File: src/rtl/pipe_pkg.sv
// Shared definitions for the pipeline hazard controller: control-word bit
// positions, control-word width and the interlock FSM state type.
package pipe_pkg;

   localparam int unsigned CTL_W          = 22;

   localparam int unsigned CTL_IS_ST      = 0;
   localparam int unsigned CTL_IS_LD      = 1;
   localparam int unsigned CTL_IS_BEQ     = 2;
   localparam int unsigned CTL_IS_BGT     = 3;
   localparam int unsigned CTL_IS_RET     = 4;
   localparam int unsigned CTL_IS_IMM     = 5;
   localparam int unsigned CTL_IS_WB      = 6;
   localparam int unsigned CTL_IS_UBRANCH = 7;
   localparam int unsigned CTL_IS_CALL    = 8;
   localparam int unsigned CTL_IS_ADD     = 9;
   localparam int unsigned CTL_IS_SUB     = 10;
   localparam int unsigned CTL_IS_CMP     = 11;
   localparam int unsigned CTL_IS_MUL     = 12;
   localparam int unsigned CTL_IS_DIV     = 13;
   localparam int unsigned CTL_IS_MOD     = 14;
   localparam int unsigned CTL_IS_LSL     = 15;
   localparam int unsigned CTL_IS_LSR     = 16;
   localparam int unsigned CTL_IS_ASR     = 17;
   localparam int unsigned CTL_IS_OR      = 18;
   localparam int unsigned CTL_IS_AND     = 19;
   localparam int unsigned CTL_IS_NOT     = 20;
   localparam int unsigned CTL_IS_MOV     = 21;

   typedef enum logic {
      RUN     = 1'b0,
      MC_BUSY = 1'b1
   } hz_state_e;

   function automatic int unsigned max_u(input int unsigned a, input int unsigned b);
      return (a > b) ? a : b;
   endfunction

endpackage

File: src/rtl/mc_occupancy_cnt.sv
// Loadable down-counter tracking the remaining EX cycles of a multi-cycle
// operation; o_done flags a zero count.
module mc_occupancy_cnt #(
   parameter int unsigned MAX_LAT = 8,
   localparam int unsigned CNT_W  = $clog2(MAX_LAT)
) (
   input  logic             clk,
   input  logic             rst_n,
   input  logic             i_load,
   input  logic [CNT_W-1:0] i_load_val,
   input  logic             i_dec,
   output logic             o_done
);

   logic [CNT_W-1:0] r_cnt;

   always_ff @(posedge clk or negedge rst_n) begin
      if (!rst_n) begin
         r_cnt <= '0;
      end else if (i_load) begin
         r_cnt <= i_load_val;
      end else if (i_dec && (r_cnt != '0)) begin
         r_cnt <= r_cnt - 1'b1;
      end
   end

   assign o_done = (r_cnt == '0);

endmodule

File: src/rtl/pipe_hazard_ctrl.sv
// Interlock/sequencing controller for the 5-stage pipeline: load-use stall,
// multi-cycle mul/div/mod hold, taken-branch flush. HAZ_PERF_CNT_EN adds counters.
module pipe_hazard_ctrl
   import pipe_pkg::*;
#(
   parameter int unsigned MUL_LAT = 3,
   parameter int unsigned DIV_LAT = 8,
   parameter int unsigned NREG_W  = 4
) (
   input  logic              clk,
   input  logic              rst_n,
   input  logic              id_valid,
   input  logic [CTL_W-1:0]  id_ctrl,
   input  logic [NREG_W-1:0] id_rs1,
   input  logic [NREG_W-1:0] id_rs2,
   input  logic [NREG_W-1:0] id_rd,
   input  logic [1:0]        id_src_vld,
   input  logic              ex_branch_taken,
   output logic              stall_if,
   output logic              stall_id,
   output logic              stall_ex,
   output logic              bubble_ex,
   output logic              bubble_ma,
   output logic              flush,
   output logic              mc_start,
   output logic              busy
`ifdef HAZ_PERF_CNT_EN
   ,
   output logic [31:0]       perf_ld_stall,
   output logic [31:0]       perf_mc_stall,
   output logic [31:0]       perf_flush
`endif
);

   localparam int unsigned     MAX_LAT = max_u(MUL_LAT, DIV_LAT);
   localparam int unsigned     CNT_W   = $clog2(MAX_LAT);
   localparam logic [CNT_W-1:0] MUL_LD = CNT_W'(MUL_LAT - 2);
   localparam logic [CNT_W-1:0] DIV_LD = CNT_W'(DIV_LAT - 2);

   hz_state_e         r_state;
   logic              r_mc_start;
   logic              r_ex_vld;
   logic              r_ex_isld;
   logic              r_ex_wb;
   logic [NREG_W-1:0] r_ex_rd;

   logic              w_run;
   logic              w_busy;
   logic              w_src_hit;
   logic              w_hz;
   logic              w_flush;
   logic              w_ld_stall;
   logic              w_stall_id;
   logic              w_bubble_ex;
   logic              w_issue;
   logic              w_is_mc;
   logic              w_mc_load;
   logic [CNT_W-1:0]  w_mc_ld_val;
   logic              w_cnt_done;
   logic              w_unused_ctrl;

   assign w_run  = (r_state == RUN);
   assign w_busy = (r_state == MC_BUSY);

   assign w_src_hit = (id_src_vld[0] && (id_rs1 == r_ex_rd)) ||
                      (id_src_vld[1] && (id_rs2 == r_ex_rd));
   assign w_hz      = w_run & id_valid & r_ex_vld & r_ex_isld & r_ex_wb & w_src_hit;

   // A branch resolved during MC_BUSY is illegal and therefore ignored here.
   assign w_flush     = w_run & ex_branch_taken;
   assign w_ld_stall  = w_hz & ~w_flush;
   assign w_stall_id  = w_ld_stall | w_busy;
   assign w_bubble_ex = w_flush | w_hz;
   assign w_issue     = id_valid & ~w_stall_id & ~w_flush;

   assign w_is_mc     = id_ctrl[CTL_IS_MUL] | id_ctrl[CTL_IS_DIV] | id_ctrl[CTL_IS_MOD];
   assign w_mc_load   = w_run & w_issue & w_is_mc;
   assign w_mc_ld_val = id_ctrl[CTL_IS_MUL] ? MUL_LD : DIV_LD;

   assign w_unused_ctrl = ^{id_ctrl[CTL_IS_ST], id_ctrl[CTL_IS_IMM:CTL_IS_BEQ],
                            id_ctrl[CTL_IS_CMP:CTL_IS_UBRANCH], id_ctrl[CTL_IS_MOV:CTL_IS_LSL]};

   mc_occupancy_cnt #(
      .MAX_LAT (MAX_LAT)
   ) u_mc_cnt (
      .clk        (clk),
      .rst_n      (rst_n),
      .i_load     (w_mc_load),
      .i_load_val (w_mc_ld_val),
      .i_dec      (w_busy),
      .o_done     (w_cnt_done)
   );

   always_ff @(posedge clk or negedge rst_n) begin
      if (!rst_n) begin
         r_state    <= RUN;
         r_mc_start <= 1'b0;
      end else begin
         r_mc_start <= w_mc_load;
         case (r_state)
            RUN:     if (w_mc_load)  r_state <= MC_BUSY;
            MC_BUSY: if (w_cnt_done) r_state <= RUN;
            default: r_state <= RUN;
         endcase
      end
   end

   // The shadow follows ID/EX: cleared by a bubble, held while ID is stalled,
   // otherwise it takes whatever ID presents (invalid slots clear it).
   always_ff @(posedge clk or negedge rst_n) begin
      if (!rst_n) begin
         r_ex_vld  <= 1'b0;
         r_ex_isld <= 1'b0;
         r_ex_wb   <= 1'b0;
         r_ex_rd   <= '0;
      end else if (w_bubble_ex) begin
         r_ex_vld  <= 1'b0;
         r_ex_isld <= 1'b0;
         r_ex_wb   <= 1'b0;
         r_ex_rd   <= '0;
      end else if (!w_stall_id) begin
         r_ex_vld  <= id_valid;
         r_ex_isld <= id_ctrl[CTL_IS_LD];
         r_ex_wb   <= id_ctrl[CTL_IS_WB];
         r_ex_rd   <= id_rd;
      end
   end

   assign stall_if  = w_stall_id;
   assign stall_id  = w_stall_id;
   assign stall_ex  = w_busy;
   assign bubble_ex = w_bubble_ex;
   assign bubble_ma = w_busy;
   assign flush     = w_flush;
   assign mc_start  = r_mc_start;
   assign busy      = w_busy;

`ifdef HAZ_PERF_CNT_EN
   logic [31:0] r_perf_ld;
   logic [31:0] r_perf_mc;
   logic [31:0] r_perf_fl;

   always_ff @(posedge clk or negedge rst_n) begin
      if (!rst_n) begin
         r_perf_ld <= '0;
         r_perf_mc <= '0;
         r_perf_fl <= '0;
      end else begin
         if (w_ld_stall && (r_perf_ld != '1)) r_perf_ld <= r_perf_ld + 32'd1;
         if (w_busy     && (r_perf_mc != '1)) r_perf_mc <= r_perf_mc + 32'd1;
         if (w_flush    && (r_perf_fl != '1)) r_perf_fl <= r_perf_fl + 32'd1;
      end
   end

   assign perf_ld_stall = r_perf_ld;
   assign perf_mc_stall = r_perf_mc;
   assign perf_flush    = r_perf_fl;
`endif

   a_no_branch_in_mc_busy: assert property (
      @(posedge clk) disable iff (!rst_n) !(ex_branch_taken && (r_state == MC_BUSY))
   );

endmodule

File: config.mk
export PLATFORM = sky130hd
export DESIGN_NAME = pipe_hazard_ctrl
export DESIGN_NICKNAME = d
export VERILOG_FILES = /design/src/rtl/pipe_pkg.sv /design/src/rtl/mc_occupancy_cnt.sv /design/src/rtl/pipe_hazard_ctrl.sv
export SDC_FILE = /design/constraint.sdc
export NUM_CORES = 1
export LEC_CHECK = 0
export CORE_MARGIN = 1.5
export CORE_UTILIZATION = 30
export DETAILED_ROUTE_END_ITERATION = 6
export PLACE_DENSITY = 0.7
export SLEW_MARGIN = 20
export SYNTH_ARGS = -nofsm -noshare
export SYNTH_HDL_FRONTEND = slang
export SYNTH_HIERARCHICAL = 1
export SYNTH_SLANG_ARGS = --single-unit
File: constraint.sdc
create_clock -name clk -period 2.75 [get_ports clk]
set_input_delay 0.825 -clock clk [delete_from_list [all_inputs] [get_ports clk]]
set_output_delay 0.825 -clock clk [all_outputs]
set_load 0.01 [all_outputs]
Run 1, cells coloured by class:
Bar = 20 µm. Fill, decap, tap and diode cells in grey.
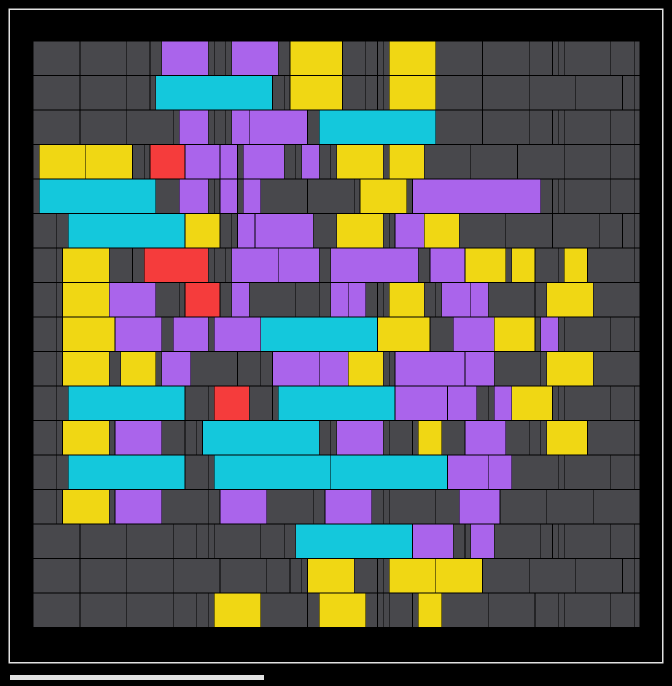
Key: yellow = other buffers and delay cells [cells 37]; red = clock drivers and dummy loads [cells 4]; purple = combinational and other logic [cells 50]; cyan = flops [cells 12]

Run 1, the clock network:
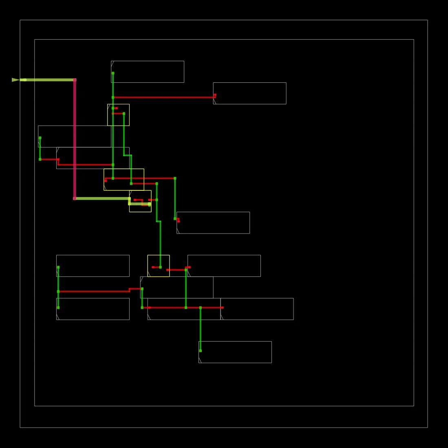
CTS buffer count: 3
Flop Count: 12

Run 1, logic cells by family:
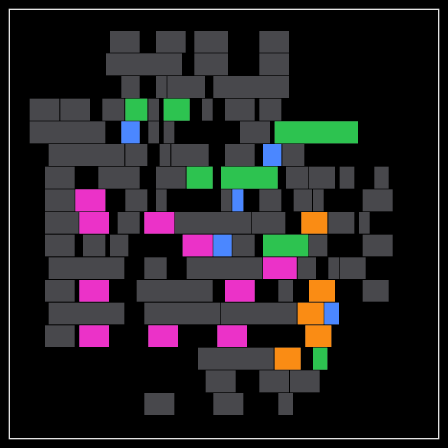
Key: orange = XOR/XNOR gates [cells 5]; magenta = AND-OR and OR-AND gates [cells 10]; green = inverting AOI/OAI gates [cells 7]; blue = NOR gates [cells 5, where centre]

Run 1, power grid:
Pins as bars on the die edge.
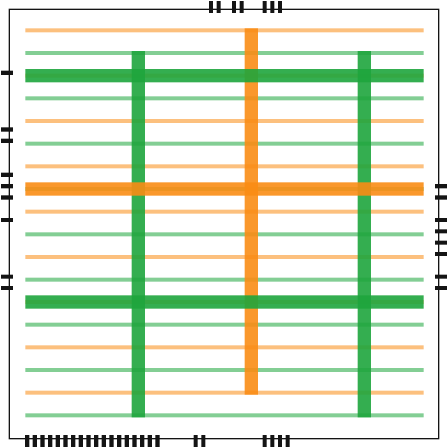
Key: orange = VDD; green = VSS
3 straps on met4. 18 met1 rails follow the rows. 3 straps on met5. The core has 17 rows. 48 signal pins sit on the boundary.

==> results.sh, run 1 <==
# implementation run metrics
export IMPL_cts_tree="yes"
export IMPL_hold_end="r_ex_isld$_DFFE_PN0P_"
export IMPL_ant_nets=0
export IMPL_n_fill_cell=226
export IMPL_drt_initial_drc_count=17
export IMPL_cp_cell_sequence="dlygate4sd2_1 -> inv_1 -> o21ai_1 -> o41a_1 -> buf_6 -> o21bai_4 -> buf_6"
export IMPL_clock_power_uw=137
export IMPL_rsz0062_at_grt="true"
export IMPL_worstSkewPairLatency_ps=270
export IMPL_hold_violations=0
export IMPL_violations="setup timing"
export IMPL_arrival_ps=2020
export IMPL_worst_path_max_fanout=2
export IMPL_comb_cells=42
export IMPL_yosys_top_cells_area="dfrtp_1, a32o_1, xor2_1"
export IMPL_synth_nets=109
export IMPL_grt_antenna_before_repair=0
export IMPL_ys_warn_count=6
export IMPL_drive_gt1_frac=0.272
export IMPL_coreArea_um2=2210
export IMPL_comb_share=0.338
export IMPL_cp_common_cell="buf_6"
export IMPL_p_switching_uw=310
export IMPL_final_core_util=0.503
export IMPL_startpoint_type="primary input"
export IMPL_tns_ps=-188
export IMPL_finalPower_uw=881
export IMPL_outcome="finished with violations"
export IMPL_io_buffers=30
export IMPL_hold_start="r_ex_isld$_DFFE_PN0P_"
export IMPL_holdWs_ps=498
export IMPL_die_h_um=51.4
export IMPL_p_clk_frac=0.156
export IMPL_wl_per_cell_um=13.3
export IMPL_gp_routability_congestion=0.713
export IMPL_most_common_cell="dfrtp_1"
export IMPL_synth_logic_top_family="AND-OR/OR-AND gates"
export IMPL_dr_wl_met2_um=901
export IMPL_die_x_um=51.4
export IMPL_edf_count=0
export IMPL_cp_slowest_cell="o41a_1"
export IMPL_warnings=45
export IMPL_xor_share=0.0623
export IMPL_grt_pass1_vias=672
export IMPL_ys_cells=67
export IMPL_vdd_drop_max_v=0.000423
export IMPL_logic_area_um2=377
export IMPL_h_tree_depth=1
export IMPL_reg2reg_from="r_ex_vld$_DFFE_PN0P_"
export IMPL_comb_cell_power_uw=439
export IMPL_clk_pin_slew_ps=70
export IMPL_cp_required_ps=1930
export IMPL_hp_class="reg -> reg"
export IMPL_syn_mean_instance_area_um2=10.5
export IMPL_grt_remaining_overflow=0
export IMPL_vias=669
export IMPL_setup_viol=2
export IMPL_yosys_stat_seqShare=0.427
export IMPL_top_cells_by_count="dfrtp_1, a32o_1, inv_1, nand2_1, xor2_1"
export IMPL_met1_usage=0.151
export IMPL_hold_path_depth=1
export IMPL_n_tap_cell=28
export IMPL_fin_ws_ps=-94.4
export IMPL_ctsHoldBuffers=0
export IMPL_slew_headroom=0.620
export IMPL_area_delta_synth_final_pct=58.4
export IMPL_crit_path_end_kind="primary output"
export IMPL_r2r_end="u_mc_cnt/r_cnt[2]$_DFFE_PN0P_"
export IMPL_power_internal_uw=570
export IMPL_io_pins=48
[run 1: per-stage QoR]
step	std cells	instance area (µm²)	setup slack [ps]
detailed placement	125	1040	-828
floorplan	67	707	2.75
global placement	125	1040	-814
global route	131	1110	-127
CTS	132	1100	-148
finish	131	1110	-94.4
[run 1: worst max-delay path, delay by kind of cell]
kind,cells,cell delay [ps]
compound gates,3,630
buf+inv,4,560
[run 1: registers in the layout (all words and copies together) (netlist names)]
| register | cells |
|---|---|
| u_mc_cnt/r_cnt | 3 |
| r_ex_wb | 1 |
| mc_start | 1 |
| r_ex_rd | 4 |
| bubble_ma | 1 |
| r_ex_isld | 1 |
| r_ex_vld | 1 |
Run 1, sequential cells grouped by signal name:
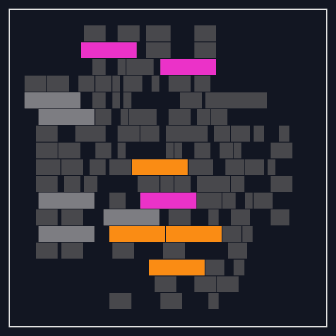

--- run 2 (diff from run 1) ---
--- a/config.mk
+++ b/config.mk
@@ -9,6 +9,7 @@
 export CORE_UTILIZATION = 30
 export DETAILED_ROUTE_END_ITERATION = 6
 export PLACE_DENSITY = 0.7
+export SKIP_CTS_REPAIR_TIMING = 1
 export SLEW_MARGIN = 20
 export SYNTH_ARGS = -nofsm -noshare
 export SYNTH_HDL_FRONTEND = slang
Run 2, sequential cells grouped by signal name:
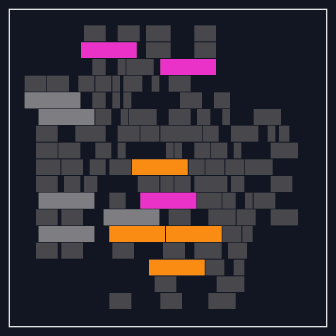
Key: orange = r_ex_rd [flops 4]; magenta = u_mc_cnt/r_cnt [flops 3]
Another 5 sequential cells are not coloured.

==> run 2 against run 1 <==
Against the previous run: the flow still finishes with violations (setup timing); sequential power shrank 2%; combinational power is essentially flat; final cell count is the same; first-iteration DRC count is the same; register-to-register slack is essentially flat; worst setup slack lost 120 ps; critical path depth shrank 1; area after synthesis is the same; largest cell class is now non-clock buffers.
==> results.sh, run 2 <==
# implementation run metrics
export IMPL_crit_path_end_kind="primary output"
export IMPL_max_flop_register="r_ex_rd"
export IMPL_comb_share=0.314
export IMPL_stdcell_area_um2=1130
export IMPL_gp_routability_congestion=0.713
export IMPL_hold_path_depth=1
export IMPL_violations="setup timing"
export IMPL_startpoint_type="primary input"
export IMPL_n_fill_cell=219
export IMPL_slew_headroom=0.627
export IMPL_ant_nets=0
export IMPL_finalNonFillerCells=131
export IMPL_buffers=37
export IMPL_tns_ps=-510
export IMPL_logic_area_um2=355
export IMPL_r2r_end="u_mc_cnt/r_cnt[2]$_DFFE_PN0P_"
export IMPL_outcome="finished with violations"
export IMPL_vdd_drop_max_v=0.000417
export IMPL_cts_buffers_inserted=3
export IMPL_fin_nets=146
export IMPL_ys_warn_count=6
export IMPL_flops=12
export IMPL_rsz0062_at_grt="true"
export IMPL_worst_path_max_fanout=3
export IMPL_arrival_ps=2140
export IMPL_p_leak_nw=0.562
export IMPL_hold_start="r_ex_isld$_DFFE_PN0P_"
export IMPL_final_core_util=0.511
export IMPL_reg2reg_from="r_ex_vld$_DFFE_PN0P_"
export IMPL_dp_slack_ps=-828
export IMPL_n_tap_cell=28
export IMPL_clk_pin_slew_ps=70
export IMPL_hold_violations=0
export IMPL_warnings=44
export IMPL_comb_cells=42
export IMPL_edf_count=0
export IMPL_lay_top_count="clkdlybuf4s50_1"
export IMPL_yosys_top_cells_area="dfrtp_1, a32o_1, xor2_1"
export IMPL_power_internal_uw=569
export IMPL_die_x_um=51.4
export IMPL_synth_logic_top_family="AND-OR/OR-AND gates"
export IMPL_drt_initial_drc_count=17
export IMPL_seq_power_uw=298
export IMPL_area_delta_synth_final_pct=60.9
export IMPL_dr_wl_met2_um=881
export IMPL_h_tree_depth=1
export IMPL_ys_cells=67
export IMPL_netlist_instances=67
export IMPL_clock_power_uw=138
export IMPL_largest_reg_flops=4
export IMPL_grt_remaining_overflow=0
export IMPL_xor_share=0.0623
export IMPL_coreArea_um2=2210
export IMPL_hp_class="reg -> reg"
export IMPL_holdWs_ps=498
export IMPL_finalPower_uw=873
export IMPL_top_cells_by_count="dfrtp_1, a32o_1, inv_1, nand2_1, xor2_1"
export IMPL_place_inst=125
export IMPL_most_common_cell="dfrtp_1"
export IMPL_dpl_cell_area_um2=1040
export IMPL_p_switching_uw=304
export IMPL_initial_utilization=0.318
export IMPL_grt_antenna_before_repair=0
export IMPL_cp_cell_sequence="clkdlybuf4s50_1 -> o21ai_1 -> o41a_1 -> buf_4 -> o21bai_4 -> buf_6"
export IMPL_hold_end="r_ex_isld$_DFFE_PN0P_"
export IMPL_vias=650
export IMPL_grt_pass1_vias=620
export IMPL_met1_usage=0.154
export IMPL_io_pins=48
export IMPL_setup_viol=3
export IMPL_fin_ws_ps=-217
export IMPL_cp_required_ps=1930
export IMPL_drive_gt1_frac=0.223
export IMPL_worstSkewPairLatency_ps=270
export IMPL_syn_mean_instance_area_um2=10.5
export IMPL_cts_tree="yes"
export IMPL_cp_slowest_cell="clkdlybuf4s50_1"
export IMPL_p_clk_frac=0.158
export IMPL_synth_area_yosys_um2=703
export IMPL_yosys_stat_seqShare=0.427
-- run 2: netlist changes by cell type in the layout (fill, tap and decap cells not counted) --
cell | before | now
dlymetal6s2s_1 | 0 | 9
dlygate4sd2_1 | 4 | 0
clkbuf_2 | 3 | 0
clkdlybuf4s15_1 | 3 | 0
buf_4 | 6 | 7
buf_6 | 4 | 3
clkdlybuf4s50_1 | 16 | 17
nand2_1 | 3 | 4
nand2_2 | 2 | 1
o2bb2ai_1 | 0 | 1
o2bb2ai_4 | 1 | 0
-- run 2: critical path, delay by kind of cell --
family                 cells  cell delay, ps
AOI/OAI and AO/OA          3             570
buffers and inverters      3             740
No activity file was given, so power comes from the tool's default toggle rates.
